### Signal wires on met1, run 1

Supply wires on this layer in grey. Cells faint in the background.
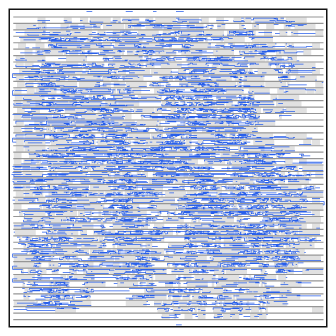
### Clock network drawn from the DEF, run 1

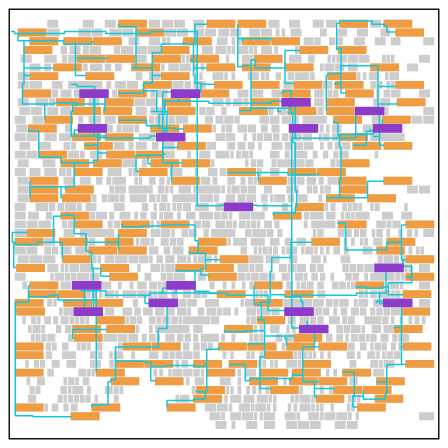
### Clock nets, run 1

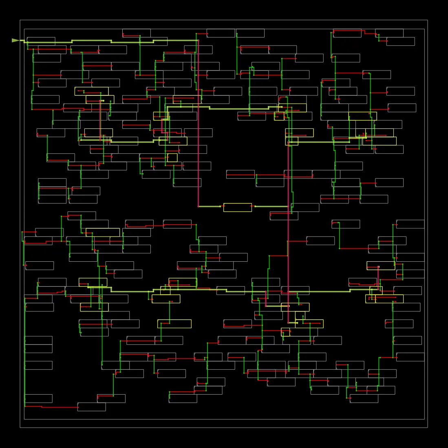
<file path="src/rtl/video_pattern_source_pkg.sv">
// Shared types and constants for the synthetic AXI4-Stream video source:
// resolution defaults, pattern and state encodings, colour-bar palette.
package video_axis_pkg;

  localparam int unsigned DEF_H_RES = 1920;
  localparam int unsigned DEF_V_RES = 1080;
  localparam int unsigned DEF_BAR_W = 240;

  typedef enum logic [1:0] {
    MODE_SOLID   = 2'd0,
    MODE_RAMP    = 2'd1,
    MODE_BARS    = 2'd2,
    MODE_CHECKER = 2'd3
  } pattern_mode_e;

  typedef enum logic [1:0] {
    ST_IDLE   = 2'd0,
    ST_ACTIVE = 2'd1,
    ST_HBLANK = 2'd2,
    ST_VBLANK = 2'd3
  } vps_state_e;

  localparam logic [31:0] COLOR_WHITE   = 32'h00FF_FFFF;
  localparam logic [31:0] COLOR_YELLOW  = 32'h00FF_FF00;
  localparam logic [31:0] COLOR_CYAN    = 32'h0000_FFFF;
  localparam logic [31:0] COLOR_GREEN   = 32'h0000_FF00;
  localparam logic [31:0] COLOR_MAGENTA = 32'h00FF_00FF;
  localparam logic [31:0] COLOR_RED     = 32'h00FF_0000;
  localparam logic [31:0] COLOR_BLUE    = 32'h0000_00FF;
  localparam logic [31:0] COLOR_BLACK   = 32'h0000_0000;

  // Per-frame configuration, captured only when a frame starts.
  typedef struct packed {
    pattern_mode_e mode;
    logic [31:0]   solid;
    logic [15:0]   h_blank;
    logic [15:0]   v_blank;
  } frame_cfg_t;

  function automatic logic [31:0] bar_color(input logic [2:0] idx);
    case (idx)
      3'd0:    return COLOR_WHITE;
      3'd1:    return COLOR_YELLOW;
      3'd2:    return COLOR_CYAN;
      3'd3:    return COLOR_GREEN;
      3'd4:    return COLOR_MAGENTA;
      3'd5:    return COLOR_RED;
      3'd6:    return COLOR_BLUE;
      default: return COLOR_BLACK;
    endcase
  endfunction

endpackage

</file>
<file path="src/rtl/video_pattern_source_if.sv">
// AXI4-Stream video bus: the pattern source drives it as master.
interface video_pattern_source_if #(
  parameter int unsigned DATA_WIDTH = 32
) ();
  logic [DATA_WIDTH-1:0] tdata;
  logic                  tvalid;
  logic                  tready;
  logic                  tlast;
  logic                  tuser;

  modport master (output tdata, output tvalid, output tlast, output tuser, input tready);
  modport slave  (input tdata, input tvalid, input tlast, input tuser, output tready);
endinterface

</file>
<file path="src/rtl/video_pattern_source_pattern_pixel_gen.sv">
// Combinational pixel generator: maps a beat's (x, y) plus frame config to
// a 0x00RRGGBB value for the four test patterns.
module pattern_pixel_gen
  import video_axis_pkg::*;
(
  input  pattern_mode_e mode,
  input  logic [31:0]   solid_color,
  input  logic [15:0]   x,
  input  logic [15:0]   y,
  input  logic [2:0]    bar_idx,
  input  logic          frame_parity,
  output logic [31:0]   pixel
);

  logic unused_coord_bits;
  assign unused_coord_bits = ^{x[15:11], x[2:0], y[15:6], y[4:0]};

  always_comb begin
    // NOTE: every signal assigned in a combinational block gets a default first, so no path infers a latch.
    pixel = COLOR_BLACK;
    case (mode)
      MODE_SOLID:   pixel = solid_color;
      MODE_RAMP:    pixel = {8'h00, x[10:3], x[10:3], x[10:3]};
      MODE_BARS:    pixel = bar_color(bar_idx);
      MODE_CHECKER: pixel = (x[5] ^ y[5] ^ frame_parity) ? COLOR_WHITE : COLOR_BLACK;
      default:      pixel = COLOR_BLACK;
    endcase
  end

endmodule

</file>
<file path="src/rtl/video_pattern_source.sv">
// Synthetic frame generator on AXI4-Stream: tuser flags the first pixel of a
// frame, tlast the last pixel of a line, with programmable H/V blanking.
module video_pattern_source
  import video_axis_pkg::*;
#(
  parameter int unsigned DATA_WIDTH = 32,
  parameter int unsigned H_RES      = DEF_H_RES,
  parameter int unsigned V_RES      = DEF_V_RES,
  parameter int unsigned BAR_W      = DEF_BAR_W
) (
  input  logic                   aclk,
  input  logic                   aresetn,
  input  logic                   enable,
  input  logic [1:0]             pattern_mode,
  input  logic [31:0]            solid_color,
  input  logic [15:0]            h_blank_cycles,
  input  logic [15:0]            v_blank_cycles,
  video_pattern_source_if.master m_axis,
  output logic [15:0]            frame_count,
  output logic                   busy
);

  localparam logic [15:0] X_LAST   = 16'(H_RES - 1);
  localparam logic [15:0] Y_LAST   = 16'(V_RES - 1);
  localparam logic [15:0] BAR_LAST = 16'(BAR_W - 1);

  vps_state_e            state_q, state_d;
  frame_cfg_t            cfg_q, cfg_d, cfg_in, cfg_sel;
  logic [15:0]           x_q, x_d, y_q, y_d;
  logic [15:0]           bar_cnt_q, bar_cnt_d;
  logic [2:0]            bar_idx_q, bar_idx_d;
  logic [15:0]           blank_cnt_q, blank_cnt_d;
  logic [15:0]           frame_count_q, frame_count_d;
  logic [DATA_WIDTH-1:0] tdata_q, tdata_d;
  logic                  tvalid_q, tvalid_d, tlast_q, tlast_d, tuser_q, tuser_d;
  logic                  busy_q, busy_d;

  logic        accept, line_end, frame_end, start_frame, line_start, load;
  logic [15:0] gen_x, gen_y, gen_bar_cnt;
  logic [2:0]  gen_bar_idx;
  logic        gen_parity;
  logic [31:0] pixel;

  // Pixel for the beat about to be loaded into the output register.
  pattern_pixel_gen u_pixel_gen (
    .mode        (cfg_sel.mode),
    .solid_color (cfg_sel.solid),
    .x           (gen_x),
    .y           (gen_y),
    .bar_idx     (gen_bar_idx),
    .frame_parity(gen_parity),
    .pixel       (pixel)
  );

  always_comb begin
    cfg_in    = '{mode: pattern_mode_e'(pattern_mode), solid: solid_color,
                  h_blank: h_blank_cycles, v_blank: v_blank_cycles};
    accept    = tvalid_q && m_axis.tready;
    line_end  = (x_q == X_LAST);
    frame_end = line_end && (y_q == Y_LAST);

    start_frame = 1'b0;
    line_start  = 1'b0;
    case (state_q)
      ST_IDLE:   start_frame = enable;
      ST_ACTIVE: if (accept && line_end) begin
        if (frame_end) start_frame = enable && (cfg_q.v_blank == 16'd0);
        else           line_start  = (cfg_q.h_blank == 16'd0);
      end
      ST_HBLANK: line_start  = (blank_cnt_q == 16'd0);
      ST_VBLANK: start_frame = enable && (blank_cnt_q == 16'd0);
      default:   ;
    endcase

    // Config is only ever taken from the inputs at a frame start.
    cfg_sel    = start_frame ? cfg_in : cfg_q;
    gen_parity = frame_count_q[0] ^ (accept && frame_end);

    if (start_frame) begin
      gen_x       = '0;
      gen_y       = '0;
      gen_bar_cnt = '0;
      gen_bar_idx = '0;
    end else if (line_start) begin
      gen_x       = '0;
      gen_y       = (state_q == ST_ACTIVE) ? y_q + 16'd1 : y_q;
      gen_bar_cnt = '0;
      gen_bar_idx = '0;
    end else begin
      gen_x = x_q + 16'd1;
      gen_y = y_q;
      if (bar_cnt_q == BAR_LAST) begin
        gen_bar_cnt = '0;
        gen_bar_idx = bar_idx_q + 3'd1;
      end else begin
        gen_bar_cnt = bar_cnt_q + 16'd1;
        gen_bar_idx = bar_idx_q;
      end
    end

    load = start_frame || line_start || ((state_q == ST_ACTIVE) && accept && !line_end);

    state_d       = state_q;
    cfg_d         = cfg_q;
    x_d           = x_q;
    y_d           = y_q;
    bar_cnt_d     = bar_cnt_q;
    bar_idx_d     = bar_idx_q;
    blank_cnt_d   = blank_cnt_q;
    frame_count_d = frame_count_q;
    tdata_d       = tdata_q;
    tvalid_d      = tvalid_q;
    tlast_d       = tlast_q;
    tuser_d       = tuser_q;

    if ((state_q == ST_ACTIVE) && accept && frame_end) frame_count_d = frame_count_q + 16'd1;

    if (load) begin
      state_d   = ST_ACTIVE;
      cfg_d     = cfg_sel;
      x_d       = gen_x;
      y_d       = gen_y;
      bar_cnt_d = gen_bar_cnt;
      bar_idx_d = gen_bar_idx;
      tvalid_d  = 1'b1;
      tdata_d   = DATA_WIDTH'(pixel);
      tlast_d   = (gen_x == X_LAST);
      tuser_d   = (gen_x == 16'd0) && (gen_y == 16'd0);
    end else begin
      case (state_q)
        ST_ACTIVE: if (accept) begin
          // Only a line end with blanking or a stopping frame reaches here.
          tvalid_d = 1'b0;
          tdata_d  = '0;
          tlast_d  = 1'b0;
          tuser_d  = 1'b0;
          if (!frame_end) begin
            state_d     = ST_HBLANK;
            blank_cnt_d = cfg_q.h_blank - 16'd1;
            y_d         = y_q + 16'd1;
          end else if (cfg_q.v_blank != 16'd0) begin
            state_d     = ST_VBLANK;
            blank_cnt_d = cfg_q.v_blank - 16'd1;
          end else begin
            state_d = ST_IDLE;
          end
        end
        ST_HBLANK, ST_VBLANK: begin
          if (blank_cnt_q != 16'd0) blank_cnt_d = blank_cnt_q - 16'd1;
          else                      state_d     = ST_IDLE;
        end
        default: ;
      endcase
    end

    busy_d = (state_d != ST_IDLE);
  end

  always_ff @(posedge aclk or negedge aresetn) begin
    if (!aresetn) begin
      state_q       <= ST_IDLE;
      cfg_q         <= '0;
      x_q           <= '0;
      y_q           <= '0;
      bar_cnt_q     <= '0;
      bar_idx_q     <= '0;
      blank_cnt_q   <= '0;
      frame_count_q <= '0;
      tdata_q       <= '0;
      tvalid_q      <= 1'b0;
      tlast_q       <= 1'b0;
      tuser_q       <= 1'b0;
      busy_q        <= 1'b0;
    end else begin
      // NOTE: sequential state uses non-blocking assignments so every register samples pre-edge values.
      state_q       <= state_d;
      cfg_q         <= cfg_d;
      x_q           <= x_d;
      y_q           <= y_d;
      bar_cnt_q     <= bar_cnt_d;
      bar_idx_q     <= bar_idx_d;
      blank_cnt_q   <= blank_cnt_d;
      frame_count_q <= frame_count_d;
      tdata_q       <= tdata_d;
      tvalid_q      <= tvalid_d;
      tlast_q       <= tlast_d;
      tuser_q       <= tuser_d;
      busy_q        <= busy_d;
    end
  end

  assign m_axis.tdata  = tdata_q;
  assign m_axis.tvalid = tvalid_q;
  assign m_axis.tlast  = tlast_q;
  assign m_axis.tuser  = tuser_q;
  assign frame_count   = frame_count_q;
  assign busy          = busy_q;

endmodule

</file>
<file path="src/flat_wrapper.sv">
// flat-port wrapper written by rule: the top's interface ports become plain ports
module video_pattern_source_flat import video_axis_pkg::*;
#(
  parameter int unsigned DATA_WIDTH = 32,
  parameter int unsigned H_RES      = DEF_H_RES,
  parameter int unsigned V_RES      = DEF_V_RES,
  parameter int unsigned BAR_W      = DEF_BAR_W
)
  (aclk, aresetn, enable, pattern_mode, solid_color, h_blank_cycles, v_blank_cycles, frame_count, busy, m_axis_tdata, m_axis_tvalid, m_axis_tlast, m_axis_tuser, m_axis_tready);
  video_pattern_source_if #(.DATA_WIDTH(DATA_WIDTH)) m_axis_i ();
  input  logic aclk;
  input  logic aresetn;
  input  logic enable;
  input  logic [1:0] pattern_mode;
  input  logic [31:0] solid_color;
  input  logic [15:0] h_blank_cycles;
  input  logic [15:0] v_blank_cycles;
  output logic [15:0] frame_count;
  output logic busy;
  output wire logic [$bits(m_axis_i.tdata)-1:0] m_axis_tdata;
  output wire logic [$bits(m_axis_i.tvalid)-1:0] m_axis_tvalid;
  output wire logic [$bits(m_axis_i.tlast)-1:0] m_axis_tlast;
  output wire logic [$bits(m_axis_i.tuser)-1:0] m_axis_tuser;
  input wire logic [$bits(m_axis_i.tready)-1:0] m_axis_tready;
  assign m_axis_tdata = m_axis_i.tdata;
  assign m_axis_tvalid = m_axis_i.tvalid;
  assign m_axis_tlast = m_axis_i.tlast;
  assign m_axis_tuser = m_axis_i.tuser;
  assign m_axis_i.tready = m_axis_tready;
  video_pattern_source #(.DATA_WIDTH(DATA_WIDTH), .H_RES(H_RES), .V_RES(V_RES), .BAR_W(BAR_W)) u_core (.aclk(aclk), .aresetn(aresetn), .enable(enable), .pattern_mode(pattern_mode), .solid_color(solid_color), .h_blank_cycles(h_blank_cycles), .v_blank_cycles(v_blank_cycles), .m_axis(m_axis_i), .frame_count(frame_count), .busy(busy));
endmodule
</file>
<file path="config.mk">
export PLATFORM = sky130hd
export DESIGN_NAME = video_pattern_source_flat
export DESIGN_NICKNAME = d
export VERILOG_FILES = /design/src/rtl/video_pattern_source_pkg.sv /design/src/rtl/video_pattern_source_if.sv /design/src/rtl/video_pattern_source_pattern_pixel_gen.sv /design/src/rtl/video_pattern_source.sv /design/src/flat_wrapper.sv
export SDC_FILE = /design/constraint.sdc
export NUM_CORES = 1
export LEC_CHECK = 0
export CAP_MARGIN = 20
export CORE_UTILIZATION = 60
export DETAILED_ROUTE_END_ITERATION = 6
export PLACE_DENSITY_LB_ADDON = 0.3
export SYNTH_ARGS = -nofsm -noshare
export SYNTH_HDL_FRONTEND = slang
export SYNTH_SLANG_ARGS = --single-unit
</file>
<file path="constraint.sdc">
create_clock -name aclk -period 6.9 [get_ports aclk]
set_input_delay 1.38 -clock aclk [delete_from_list [all_inputs] [get_ports aclk]]
set_output_delay 1.38 -clock aclk [all_outputs]
set_load 0.05 [all_outputs]
</file>
==> run notes, run 1 <==
The synthesis and place-and-route flow finished, so here is a summary.

The run finished with clean final reports. The power in sequential cells is 1.73 mW. The completed layout was analyzed and its total power is approximately 5.2 mW. The startpoint of the worst setup timing path is m_axis_tready. The met3 capacity usage during global routing is 6.13%.

The critical path depth in cells is 8. The warning tally printed by Yosys for this design is 0. The internal power is 2.97 mW. The non-clock buffering overhead in the final layout is around a tenth. Warnings raised by the tools during the run amount to 32. The worst reg-to-reg setup slack is 2.36 ns. The cell area after technology mapping is 10,400 um2. The count of inverters not on the clock network in the layout came out at 10. The chip area estimate from yosys synthesis is 10,400 um2.

In this run the number of H-tree levels came out at 4. The maximum number of pins on one net before global-route repair is about 130. The final antenna-violating net count is 0. The number of max-slew violations in the final report came out at 0. For hold timing, the worst endpoint is u_core.frame_count[15]$_DFFE_PN0P_. The xor/xnor cell area share of the yosys netlist came out at 5.55%. The final routed DRC violation total is 0.

The register with the most flip-flops in the final layout is u_core.cfg_q. The max-cap check violation count came out at 0. The netlist uses 80 different library cells. In this run the power density over the cells is 428 nW/um2.

The endpoint type of the worst setup path is a flip-flop. The net switching component of the power is 2.28 mW. After detailed routing, the met2 layer carries 12.8 mm of wire. By area the synthesized netlist is led by dfrtp_1 (45%), nand2_1 (6.4%), nor2_1 (3.7%), a32o_1 (3.1%), xnor2_1 (2.8%). By count the netlist is led by dfrtp_1 (187), nand2_1 (176), nor2_1 (101). Using the TritonRoute via totals, the vias-per-cell ratio works out to 6.38. The violation count after the first detailed-route iteration is 1,086. Among the non-sequential cells, simple AND/OR/NAND/NOR gates take the most area. The final layout contains 1,262 nets. The adder-cell share of the synthesized area is 1.33%. The highest routing layer actually used is met4. The multi-input logic cell count came out at 833.

In this run the worst hold path is classified as flip-flop to flip-flop. The report puts the hold buffer count at CTS at 0. The die span in x came out at 134 um.

The top cell types in the final layout, fill and taps aside, are dfrtp_1 (187), nand2_1 (176), clkdlybuf4s50_1 (120). The gate count of the mapped netlist is 1,102. The required time at the endpoint of the critical path came out at 7.25 ns. The total overflow left after global routing is 0.

The logic area is 5320 um2. The proportion of synthesized chip area in sequential cells came out at a little under half. In the final design, more cell area goes to logic gates than to any other class. TritonCTS built the clock tree. The combined global-route utilization of all metal layers is 31.2%. The commonest non-fill, non-tap cell in the layout is dfrtp_1.

The part of the power in combinational logic is around 46%. The chip area came out at 17,800 um2. The overall die height is 134 um. The setup-violating endpoint count in the final report is 0.

The static leakage is 5.21 nW. The largest power group is combinational logic. The proportion of synthesized area in mux cells came out at under 10%.

The slowest library cell on the worst path is a22oi_1.
## Picture notes: 'Signal wires on met1'
share of all routed wire	43%
nets with wire on the layer	1,129
main direction	horizontal
number of vias after detailed routing: 9,010
grt met1 use: 42.2%
routed wire length: 26.6 mm

## Picture notes: 'Clock network drawn from the DEF'
[clock wires] cyan | length: 2,190 um
[cells driving clock nets] purple | count: 17
[flip-flops] orange | count: 187
flops lie	spread over the die
routed clock nets	18
share of power burned in the clock network: 20.5%
clk_lat worst skew: 0.45 ns
clock skew after layout: 0.0135 ns
Clock Power: 1.08 mW

## Picture notes: 'Clock nets'
TritonCTS buffer count: 17
clock buffer count: 18
clock sinks: 187
number of sequential storage elements: 187

### Sizing map, run 1

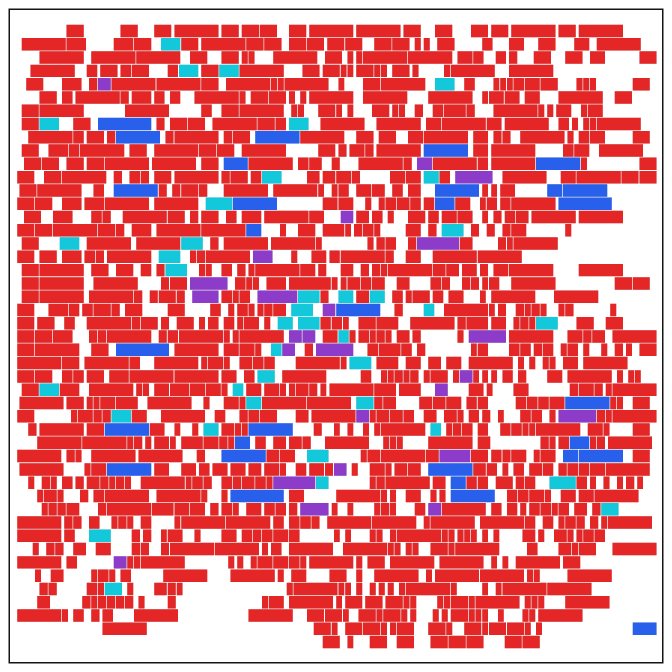

--- run 2 (diff from run 1) ---
--- a/config.mk
+++ b/config.mk
@@ -6,7 +6,7 @@
 export NUM_CORES = 1
 export LEC_CHECK = 0
 export CAP_MARGIN = 20
-export CORE_UTILIZATION = 60
+export CORE_UTILIZATION = 57
 export DETAILED_ROUTE_END_ITERATION = 6
 export PLACE_DENSITY_LB_ADDON = 0.3
 export SYNTH_ARGS = -nofsm -noshare
==> constraint.sdc (replaced) <==
create_clock -name aclk -period 4.6 [get_ports aclk]
set_input_delay 0.92 -clock aclk [delete_from_list [all_inputs] [get_ports aclk]]
set_output_delay 0.92 -clock aclk [all_outputs]
set_load 0.05 [all_outputs]
### Sizing map, run 2

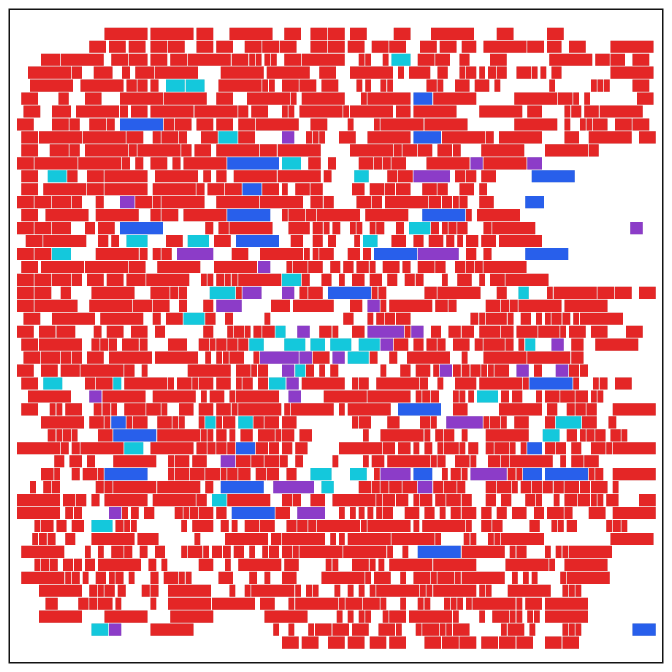
size	colour	cells	share	most used
drive 1 or less	red	1,099	91%	dfrtp_1
drive 6 and up	blue	28	2.3%	clkbuf_16
drive 2	cyan	40	3.3%	mux2_2
drive 3 to 4	purple	37	3.1%	buf_4
final worst slack: 0.621 ns
area of all placed cells without fillers: 12,300 um2
area added between synthesis and finish: 18.4%
number of signal-net buffers in the layout: 142

### Placed cells, one colour a class, run 2

Bar = 50 um.
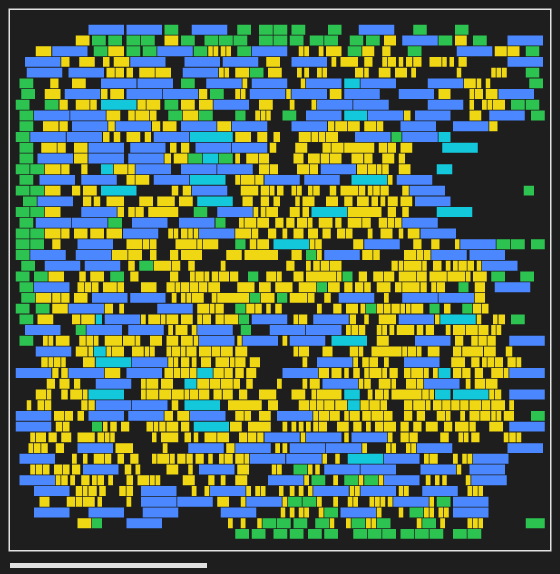
class	colour	cells	share of their area
other buffers and delay cells	green	142	11%
all other logic	yellow	843	45%
flip-flops	blue	187	39%
clock drivers and dummy loads	cyan	32	5.0%
register fraction of the total cell area: 38.1%
Util after Layout: 70.1%
Placement Rows: 48

### Clock network drawn from the DEF, run 2

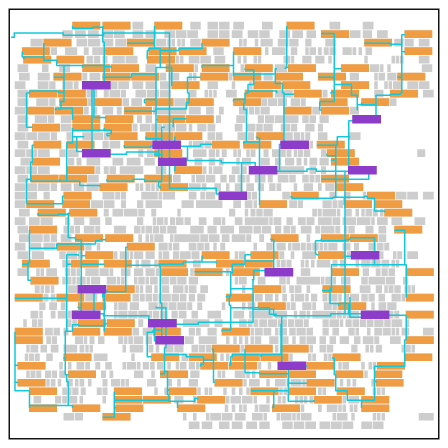
[cells driving clock nets] purple | count: 17
[flip-flops] orange | count: 187
[clock wires] cyan | length: 2,230 um
flops lie	spread over the die
clock skew after layout: 0.0138 ns
Clock Power: 1.50 mW
share of power burned in the clock network: 19.3%

==> run notes, run 2 <==
The synthesis and place-and-route flow finished, so here is a summary.

The flow ran to the end, and the final reports show no timing, DRC or antenna violations. The number of OpenROAD warnings came out at 32 (unchanged). In the synthesized netlist, the cells that appear most often are dfrtp_1 (187), nand2_1 (176), nor2_1 (101). The worst setup path is captured at a flip-flop. The xor/xnor cell area share of the yosys netlist came out at 5.55% (unchanged). The part of the power in combinational logic is 47.5% (+1.1 points). The total routed wirelength is 26.9 mm (+1.1%). The setup-violating endpoint count in the final report is 0 (unchanged). The count of inverters not on the clock network in the layout is 10 (unchanged). The worst reg-to-reg setup slack is 0.62 ns (-1.74 ns). The static leakage was 5.24 nW (+0.63%). The leftover overflow at the end of global routing is 0 (unchanged). The multi-input logic cell count came to 833 (unchanged). Buffers placed on the I/O ports in this run total 121.

The count of hold buffers inserted by post-cts repair was 0 (unchanged). The met2 wire length came out at 12.9 mm (+1.5%). The total number of yosys warnings came out at 0 (unchanged). STA lists the startpoint of the worst register-to-register path as u_core.y_q[0]$_DFFE_PN0P_. The violation count after the first detailed-route iteration is 934 (-14%). Sorting the synthesized cells by area gives the leading types as dfrtp_1 (45%), nand2_1 (6.4%), nor2_1 (3.7%), a32o_1 (3.1%), xnor2_1 (2.8%).

The chip area was 18,700 um2 (+5.2%). The routing usage on met1 came to 41.1% (-1.2 points). The fraction of synthesized cell area taken by the top area cell type came out at 45.1%. The routed via count divided by cell count is 6.26 (-1.9%). The adder-cell share of the synthesized area is 1.33% (unchanged).

The maximum number of pins on one net before global-route repair came out at 104 (-18%). The chip area estimate from yosys synthesis came out at 10,400 um2 (unchanged). The number of H-tree levels came out at 4 (unchanged). The largest non-sequential cell family by area is simple AND/OR/NAND/NOR gates. The maximum clock frequency came out at 251 MHz. The proportion of synthesized chip area in sequential cells was 45.1% (unchanged). Note that the worst hold path type here is flip-flop to flip-flop.

The main flop type is dfrtp_1. The combined global-route utilization of all metal layers is 30.4% (-0.81 points). The most common logic cells in the final layout are dfrtp_1 (187), nand2_1 (176), clkdlybuf4s50_1 (120). The number of clock buffers in the layout came out at 17 (-1). The gate count of the mapped netlist came to 1,102 (unchanged).

The insertion delay at the late pin of the worst-skew pair is 0.45 ns (about the same). The overall die height came out at 137 um (+2.6%). The clock sink total is 187 (unchanged).

The critical path depth in cells was 9 (+1). In the final design, more cell area goes to logic gates than to any other class. Looking at the group totals, the largest power group turns out to be combinational logic. The worst vdd rail ir drop came out at about 0.51 mV.

Among the stages of the critical path, the cell type that occurs most often is and4_1. Per report_power, the Combinational row totals 3.70 mW. The minimum hold slack came out at 0.466 ns. The number of max-slew violations in the final report came out at 0 (unchanged). In this run, synthesis inferred 0 flip-flops with an integrated enable. The internal power came out at 4.32 mW (+46%).

The timing report shows that the slowest cell on the worst path is a31oi_2. u_core.cfg_q holds more flip-flops than any other register. The non-clock buffering overhead in the final layout came to 11.2% (+0.58 points). The die span in x is 137 um (+2.6%).

The number of distinct library cells after synthesis is 80 (unchanged). The final total power came out at 7.78 mW (+48%). The final routed DRC violation total came out at 0 (unchanged). The final antenna-violating net count is 0 (unchanged). The total number of vias came out at 8,942 (-0.75%). The cell area after technology mapping is 10,400 um2 (unchanged). Routability-driven placement finished with a final weighted congestion of 0.939. The required time at the endpoint of the critical path came to 4.92 ns (-2.33 ns). Counting only logic cells after layout, the most numerous master is dfrtp_1. The power in sequential cells is 2.59 mW (+50%). The proportion of synthesized area in mux cells came out at 3.62% (unchanged).

The clock slew at the register clock pins of the worst setup and hold paths came out at 0.07 ns. The logic area came out at 5320 um2 (unchanged). The startpoint of the worst setup timing path is u_core.y_q[0]$_DFFE_PN0P_. The worst setup path is of the flip-flop to flip-flop kind.

The max-cap check violation count was 0 (unchanged). The sequential cell count of the final layout came out at 187 (unchanged). The met3 capacity usage during global routing is 6.41% (+0.28 points).

The number of buffers created by CTS was 17 (unchanged). The net switching component of the power is 3.46 mW (+52%). On the critical path the largest part of the delay comes from simple AND/OR/NAND/NOR gates. The areal power density over the cells came out at 633 nW/um2 (+48%). TritonCTS built the clock tree. The number of nets in the final layout is 1,272 (+0.79%). The path with the worst hold slack has its endpoint at u_core.frame_count[15]$_DFFE_PN0P_.

The highest routing layer actually used is met4.
Power figures rest on the tool's default switching activity, not on a simulated workload.
